**Where the registers sit**

Bar = 20 um.
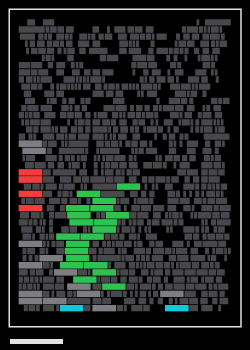
**Logic cells by family**

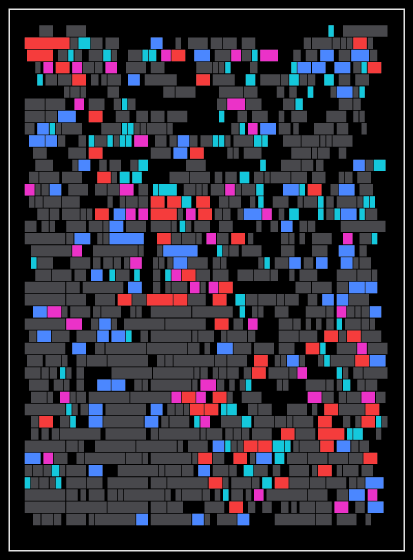
**Routing congestion map**

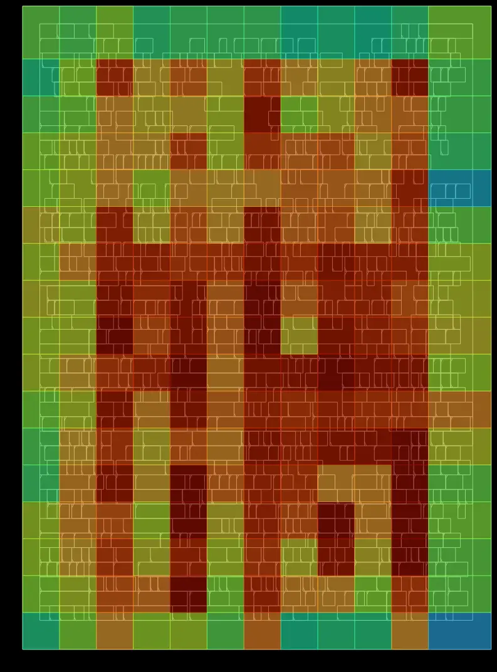
**Metal 3**

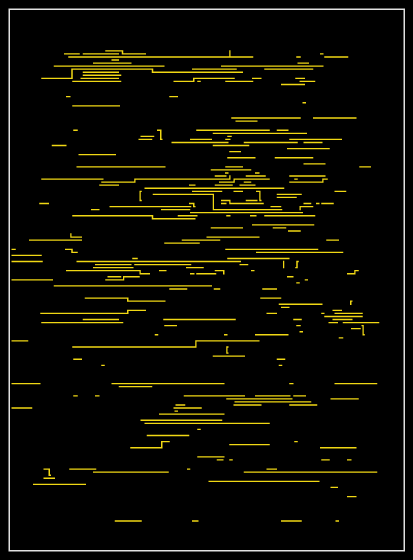
**M2 wires**

Bar = 20 um.
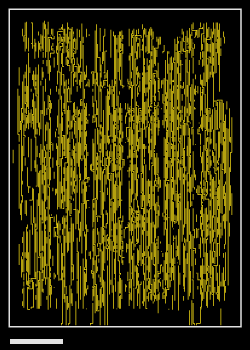
### src/rtl/viterbi_acs.sv
// Add-compare-select stage of a K=3, rate-1/2 (g0=111, g1=101) hard-decision Viterbi decoder.
// Feeds chosen predecessors to the survivor memory, then flushes it and reports the best end state.
module viterbi_acs #(
  parameter int FRAME_LEN = 8,
  parameter int PM_W      = 5,
  parameter int INIT_PM   = 8
) (
  input  logic       clk,
  input  logic       rst_n,
  input  logic       start,
  input  logic       in_valid,
  input  logic [1:0] sym,
  output logic       in_ready,
  output logic       en_mem,
  output logic [1:0] prv_st_00,
  output logic [1:0] prv_st_01,
  output logic [1:0] prv_st_10,
  output logic [1:0] prv_st_11,
  output logic [1:0] best_st,
  output logic       done,
  output logic       busy
);

  localparam int                CNT_W   = $clog2(FRAME_LEN + 1);
  localparam int                W1      = PM_W + 1;
  localparam logic [CNT_W-1:0]  LAST    = CNT_W'(FRAME_LEN - 1);
  localparam logic [W1-1:0]     PM_MAX  = W1'((1 << PM_W) - 1);
  localparam logic [PM_W-1:0]   PM_INIT = PM_W'(INIT_PM);

  typedef enum logic [1:0] {IDLE = 2'd0, ACS = 2'd1, FLUSH = 2'd2, DONE = 2'd3} state_e;

  state_e                state_q, state_d;
  logic [3:0][PM_W-1:0]  pm_q, pm_d;
  logic [3:0][1:0]       prv_q, prv_d;
  logic [CNT_W-1:0]      sym_cnt_q, sym_cnt_d;
  logic [CNT_W-1:0]      flush_cnt_q, flush_cnt_d;
  logic [1:0]            best_q, best_d;
  logic                  en_mem_q, en_mem_d;
  logic                  done_q, done_d;

  logic                  accept_s;
  logic [3:0][W1-1:0]    cand_s;
  logic [3:0][1:0]       prv_acs_s;
  logic [3:0][PM_W-1:0]  pm_acs_s;
  logic [W1-1:0]         min_s, ca_s, cb_s, diff_s;
  logic [1:0]            ns_s, pa_s, pb_s, best_acs_s;

  // Hamming distance between the received symbol and the branch output leaving pred on input u
  function automatic logic [1:0] bm_f(input logic [1:0] rx, input logic [1:0] pred, input logic u);
    logic c0, c1;
    c0 = u ^ pred[1] ^ pred[0];
    c1 = u ^ pred[0];
    return {1'b0, rx[1] ^ c0} + {1'b0, rx[0] ^ c1};
  endfunction

  assign accept_s = in_valid && (state_q == ACS);

  // Butterfly: new state {u,s1} chooses between {s1,0} and {s1,1}, lower index wins ties
  always_comb begin
    cand_s     = '0;
    prv_acs_s  = '0;
    pm_acs_s   = '0;
    ns_s       = 2'd0;
    pa_s       = 2'd0;
    pb_s       = 2'd0;
    ca_s       = '0;
    cb_s       = '0;
    diff_s     = '0;
    best_acs_s = 2'd0;
    for (int n = 0; n < 4; n++) begin
      ns_s = 2'(n);
      pa_s = {ns_s[0], 1'b0};
      pb_s = {ns_s[0], 1'b1};
      ca_s = {1'b0, pm_q[pa_s]} + W1'(bm_f(sym, pa_s, ns_s[1]));
      cb_s = {1'b0, pm_q[pb_s]} + W1'(bm_f(sym, pb_s, ns_s[1]));
      if (cb_s < ca_s) begin
        cand_s[n]    = cb_s;
        prv_acs_s[n] = pb_s;
      end else begin
        cand_s[n]    = ca_s;
        prv_acs_s[n] = pa_s;
      end
    end
    min_s = cand_s[0];
    for (int n = 1; n < 4; n++) begin
      if (cand_s[n] < min_s) min_s = cand_s[n];
      else                   min_s = min_s;
    end
    for (int n = 0; n < 4; n++) begin
      diff_s      = cand_s[n] - min_s;
      pm_acs_s[n] = (diff_s > PM_MAX) ? PM_MAX[PM_W-1:0] : diff_s[PM_W-1:0];
    end
    for (int n = 1; n < 4; n++) begin
      if (pm_acs_s[n] < pm_acs_s[best_acs_s]) best_acs_s = 2'(n);
      else                                    best_acs_s = best_acs_s;
    end
  end

  // State register
  always_ff @(posedge clk or negedge rst_n) begin
    if (!rst_n) state_q <= IDLE;
    else        state_q <= state_d;
  end

  // Next-state logic
  always_comb begin
    state_d = state_q;
    case (state_q)
      IDLE:    if (start) state_d = ACS; else state_d = IDLE;
      ACS:     if (accept_s && (sym_cnt_q == LAST)) state_d = FLUSH; else state_d = ACS;
      FLUSH:   if (flush_cnt_q == LAST) state_d = DONE; else state_d = FLUSH;
      DONE:    state_d = IDLE;
      default: state_d = IDLE;
    endcase
  end

  // Datapath and registered-output next values
  always_comb begin
    pm_d        = pm_q;
    prv_d       = prv_q;
    sym_cnt_d   = sym_cnt_q;
    flush_cnt_d = flush_cnt_q;
    best_d      = best_q;
    en_mem_d    = 1'b0;
    done_d      = 1'b0;
    case (state_q)
      IDLE: begin
        if (start) begin
          pm_d        = {PM_INIT, PM_INIT, PM_INIT, {PM_W{1'b0}}};
          sym_cnt_d   = '0;
          flush_cnt_d = '0;
        end else begin
          pm_d = pm_q;
        end
      end
      ACS: begin
        if (accept_s) begin
          pm_d      = pm_acs_s;
          prv_d     = prv_acs_s;
          en_mem_d  = 1'b1;
          sym_cnt_d = sym_cnt_q + CNT_W'(1);
          if (sym_cnt_q == LAST) best_d = best_acs_s;
          else                   best_d = best_q;
        end else begin
          en_mem_d = 1'b0;
        end
      end
      FLUSH: begin
        en_mem_d    = 1'b1;
        flush_cnt_d = flush_cnt_q + CNT_W'(1);
      end
      DONE:    done_d = 1'b1;
      default: done_d = 1'b0;
    endcase
  end

  // Metric, survivor and output registers
  always_ff @(posedge clk or negedge rst_n) begin
    if (!rst_n) begin
      pm_q        <= '0;
      prv_q       <= '0;
      sym_cnt_q   <= '0;
      flush_cnt_q <= '0;
      best_q      <= 2'd0;
      en_mem_q    <= 1'b0;
      done_q      <= 1'b0;
    end else begin
      pm_q        <= pm_d;
      prv_q       <= prv_d;
      sym_cnt_q   <= sym_cnt_d;
      flush_cnt_q <= flush_cnt_d;
      best_q      <= best_d;
      en_mem_q    <= en_mem_d;
      done_q      <= done_d;
    end
  end

  assign in_ready  = (state_q == ACS);
  assign busy      = (state_q != IDLE);
  assign en_mem    = en_mem_q;
  assign done      = done_q;
  assign best_st   = best_q;
  assign prv_st_00 = prv_q[0];
  assign prv_st_01 = prv_q[1];
  assign prv_st_10 = prv_q[2];
  assign prv_st_11 = prv_q[3];

endmodule

### config.mk
export PLATFORM = sky130hd
export DESIGN_NAME = viterbi_acs
export DESIGN_NICKNAME = d
export VERILOG_FILES = /design/src/rtl/viterbi_acs.sv
export SDC_FILE = /design/constraint.sdc
export NUM_CORES = 1
export LEC_CHECK = 0
export CORE_ASPECT_RATIO = 1.4
export CORE_MARGIN = 3
export CORE_UTILIZATION = 69
export CTS_CLUSTER_DIAMETER = 80
export DETAILED_ROUTE_END_ITERATION = 12
export PLACE_DENSITY = 0.88
export SYNTH_ARGS = -nofsm -noshare
export SYNTH_HDL_FRONTEND = slang
export SYNTH_SLANG_ARGS = --single-unit
### constraint.sdc
create_clock -name clk -period 26.3 [get_ports clk]
set_input_delay 7.89 -clock clk [delete_from_list [all_inputs] [get_ports clk]]
set_output_delay 7.89 -clock clk [all_outputs]
set_load 0.005 [all_outputs]
==> results.yml <==
# generated from flow reports
final_layout:
  areaGrowthSynthToFinish_pct: 4.96
  layout-drive-gt1-share_pct: 8.11
  fin_nets: 880
  fin_area_um2: 6760
  diodes: 0
  nFillCells: 674
routing:
  vias_per_cell: 7.16
  drtIter0Drc: 704
  ant_nets: 0
  drtPass1Iterations: 5
grt:
  grt_pass1_wl_um: 32000
  grt_overflow: 0
  grt_max_degree: 40
  track_usage_pct: 39.0
  antenna_found_initial: 0
clock_tree:
  cts_resized: 0
  cts_tree: "done"
  tritoncts_num_sinks: 39
  htree_levels: 2
  post_cts_buffers: 0
  path_clk_slew_ps: 60
  cts_hold_buf: 0
  cts_buffer_depth: 2
  clkLatencyLatePin_ps: 280
  clock-root-buffer: "clkbuf_16"
  cts_buffers: 5
critical_path:
  crit_required_ps: 26520
  crit_type: "in -> reg"
  cp-start-kind: "primary input"
  cp-end-kind: "register"
  cp_num_buf_inv: 7
  critPathTopFamily: "AND-OR/OR-AND gates"
  critical_path.max_stage_delay_ps: 610
  cp_max_fo: 13
  slowest_stage: "mux2i_1"
floorplanning:
  die_height_um: 120
  dieArea_um2: 10500
  rows: 41
  fp.dieW_um: 87.6
  fp_util_pct: 71.3
  core_area_um2: 9030
placement:
  place_area_um2: 6610
  hpwl_um: 16500
  place.gp.congestion: 0.997
timing:
  min_period_ps: 23580
  setup-tns-final_ps: 0
  tightest_slew_ps: 1100
  rsz0062_at_grt: "no"
  min_period_over_period_pct: 89.7
  slew_viol_final: 0
  setup_violations: 0
  fmax_ghz: 0.0424
  fin_skew_ps: 8.05
  slew_headroom_pct: 26.7
yosys:
  synth_cells: 799
  ys_ff: 39
  synth_chip_area_um2: 6440
  top_cells_by_count: "74 x ha_1, 70 x nand2_1, 65 x inv_1"
  netlist_area_um2: 6440
  synth_cell_types: 106
  yosys-top-cells-area: "dfrtp_1 15%, ha_1 14%, xnor2_1 5.0%"
  yosysMostFrequentCell: "ha_1"
  post-synth-top-area-fraction_pct: 15.2
  synth_warnings: 0
  ys_cells: 799
  async_reset_ff_share_pct: 100
  yosysSeqAreaShare_pct: 15.2
  postSynthAreaPerCell_um2: 8.06
  yosysTopAreaCell: "dfrtp_1"
  synth-main-ff-cell: "dfrtp_1"
worst_hold_path:
  hold_path.class: "reg -> reg"
status:
  status: "completed"
job:
  warnings: 36
Back to the opening pictures, 'where the registers sit':
Red stands for sym_cnt_q, flops 4, where left middle. Cyan stands for prv_st_01, flops 2. Green stands for pm_q, flops 20.
Another 13 sequential cells are not coloured.
post-layout util: 74.8%
flop share of the area: 14.4%
FF/Latch Area: 976 um^2

Back to the opening pictures, 'logic cells by family':
Red stands for XOR/XNOR gates, cells 55, most used xnor2_1, where spread over the die. Blue stands for AND-OR and OR-AND gates, cells 68, most used a21o_1, where spread over the die. Magenta stands for AND and OR gates, cells 41, most used and2_1, where spread over the die. Cyan stands for NOR gates, cells 87, most used nor2_1, where spread over the die.

Back to the opening pictures, 'routing congestion map':
Avg WL per Cell: 22.5 um
met1 Use GR: 44.7%
global route hottest layer: met2
met3 Use GR: 6.88%
M2 GR Usage: 65.0%

Back to the opening pictures, 'metal 3':
162 nets have wire on it. The wires run mostly horizontal.

Back to the opening pictures, 'M2 wires':
The wires run mostly vertical. The layer carries 9780 um of wire.
via count: 6501
overall routed net length: 20400 um

worst min-delay path, cell delays in order, from the launching register on:
cell,delay (ps)
dfrtp_1,340
nand2_1,40
o21ai_0,60
flip-flops by register name, indices dropped and copies added (netlist names), 2 cells and up, named ones only:
register,cells
prv_st_01,2
flush_cnt_q,4
pm_q,20
sym_cnt_q,4
best_st,2
cell families (layout without fill, tap and decap cells):
kind of cell / after synthesis / in the layout / synth area share, %
buf+inv: 94 / 95 / 6.32
xor+xnor: 55 / 55 / 8.24
fa+ha+maj: 79 / 79 / 15.2
compound gates: 264 / 264 / 31.5
simple gates: 236 / 236 / 18.4
other cells: 1 / 2 / 0.0583
mux: 31 / 31 / 5.19
flops: 39 / 39 / 15.2
area by class of cell:
cell class / count / area (um^2) / area share [%]
Inverter: 66 / 248 / 3.67
Clock buffer: 5 / 125 / 1.85
Multi-Input combinational cell: 667 / 5060 / 74.9
Clock inverter: 3 / 20.0 / 0.296
Timing Repair Buffer: 21 / 195 / 2.89
Sequential cell: 39 / 976 / 14.4
Tap cell: 107 / 134 / 1.98
through the flow:
stage          instances  util (%)  hold slack [ps]  setup slack, ps
2_1_floorplan        800         -              450             5260
3_3_place_gp         900      73.2              460             3270
3_5_place_dp         900      73.2              471             2860
4_1_cts              908      74.8              485             3080
5_1_grt              908      74.8              504             1750
6_report             908      74.8              482             2720
layout by cell type, fill, tap and decap left out, types with 11 or more instances in the layout:
| cell | n |
|---|---|
| o21ai_0 | 36 |
| a21o_1 | 25 |
| a22o_1 | 11 |
| ha_1 | 74 |
| clkdlybuf4s50_1 | 16 |
| nand2_1 | 70 |
| a211oi_1 | 11 |
| mux2i_1 | 17 |
| dfrtp_1 | 39 |
| xnor2_1 | 37 |
| a21oi_1 | 49 |
| xor2_1 | 13 |
| nor2_1 | 60 |
| inv_1 | 65 |
| nand3_1 | 13 |
| nand2b_1 | 12 |
| and2_1 | 12 |
metal layers:
metal	GRT usage, %	share of wire, %	vias up
li1	-	-	2975
met5	0	0	-
met2	65.0	48	383
met1	44.7	36	3044
met4	25.9	7.9	0
met3	6.88	8.1	99
path summary, 6_finish.rpt:
| path | startpoint | end | slack [ps] | cells past startpoint |
|---|---|---|---|---|
| max | sym[1] | best_st[0]$_DFFE_PN0P_ | 2720 | 67 |
| min | prv_st_10[0]$_DFFE_PN0P_ | prv_st_10[0]$_DFFE_PN0P_ | 480 | 2 |
| max reg2reg | pm_q[11]$_DFFE_PN0P_ | best_st[0]$_DFFE_PN0P_ | 10750 | 64 |
| min reg2reg | prv_st_10[0]$_DFFE_PN0P_ | prv_st_10[0]$_DFFE_PN0P_ | 480 | 2 |
| max in group asynchronous | rst_n | pm_q[13]$_DFFE_PN0P_ | 18040 | 1 |
| min in group asynchronous | rst_n | best_st[1]$_DFFE_PN0P_ | 7720 | 1 |
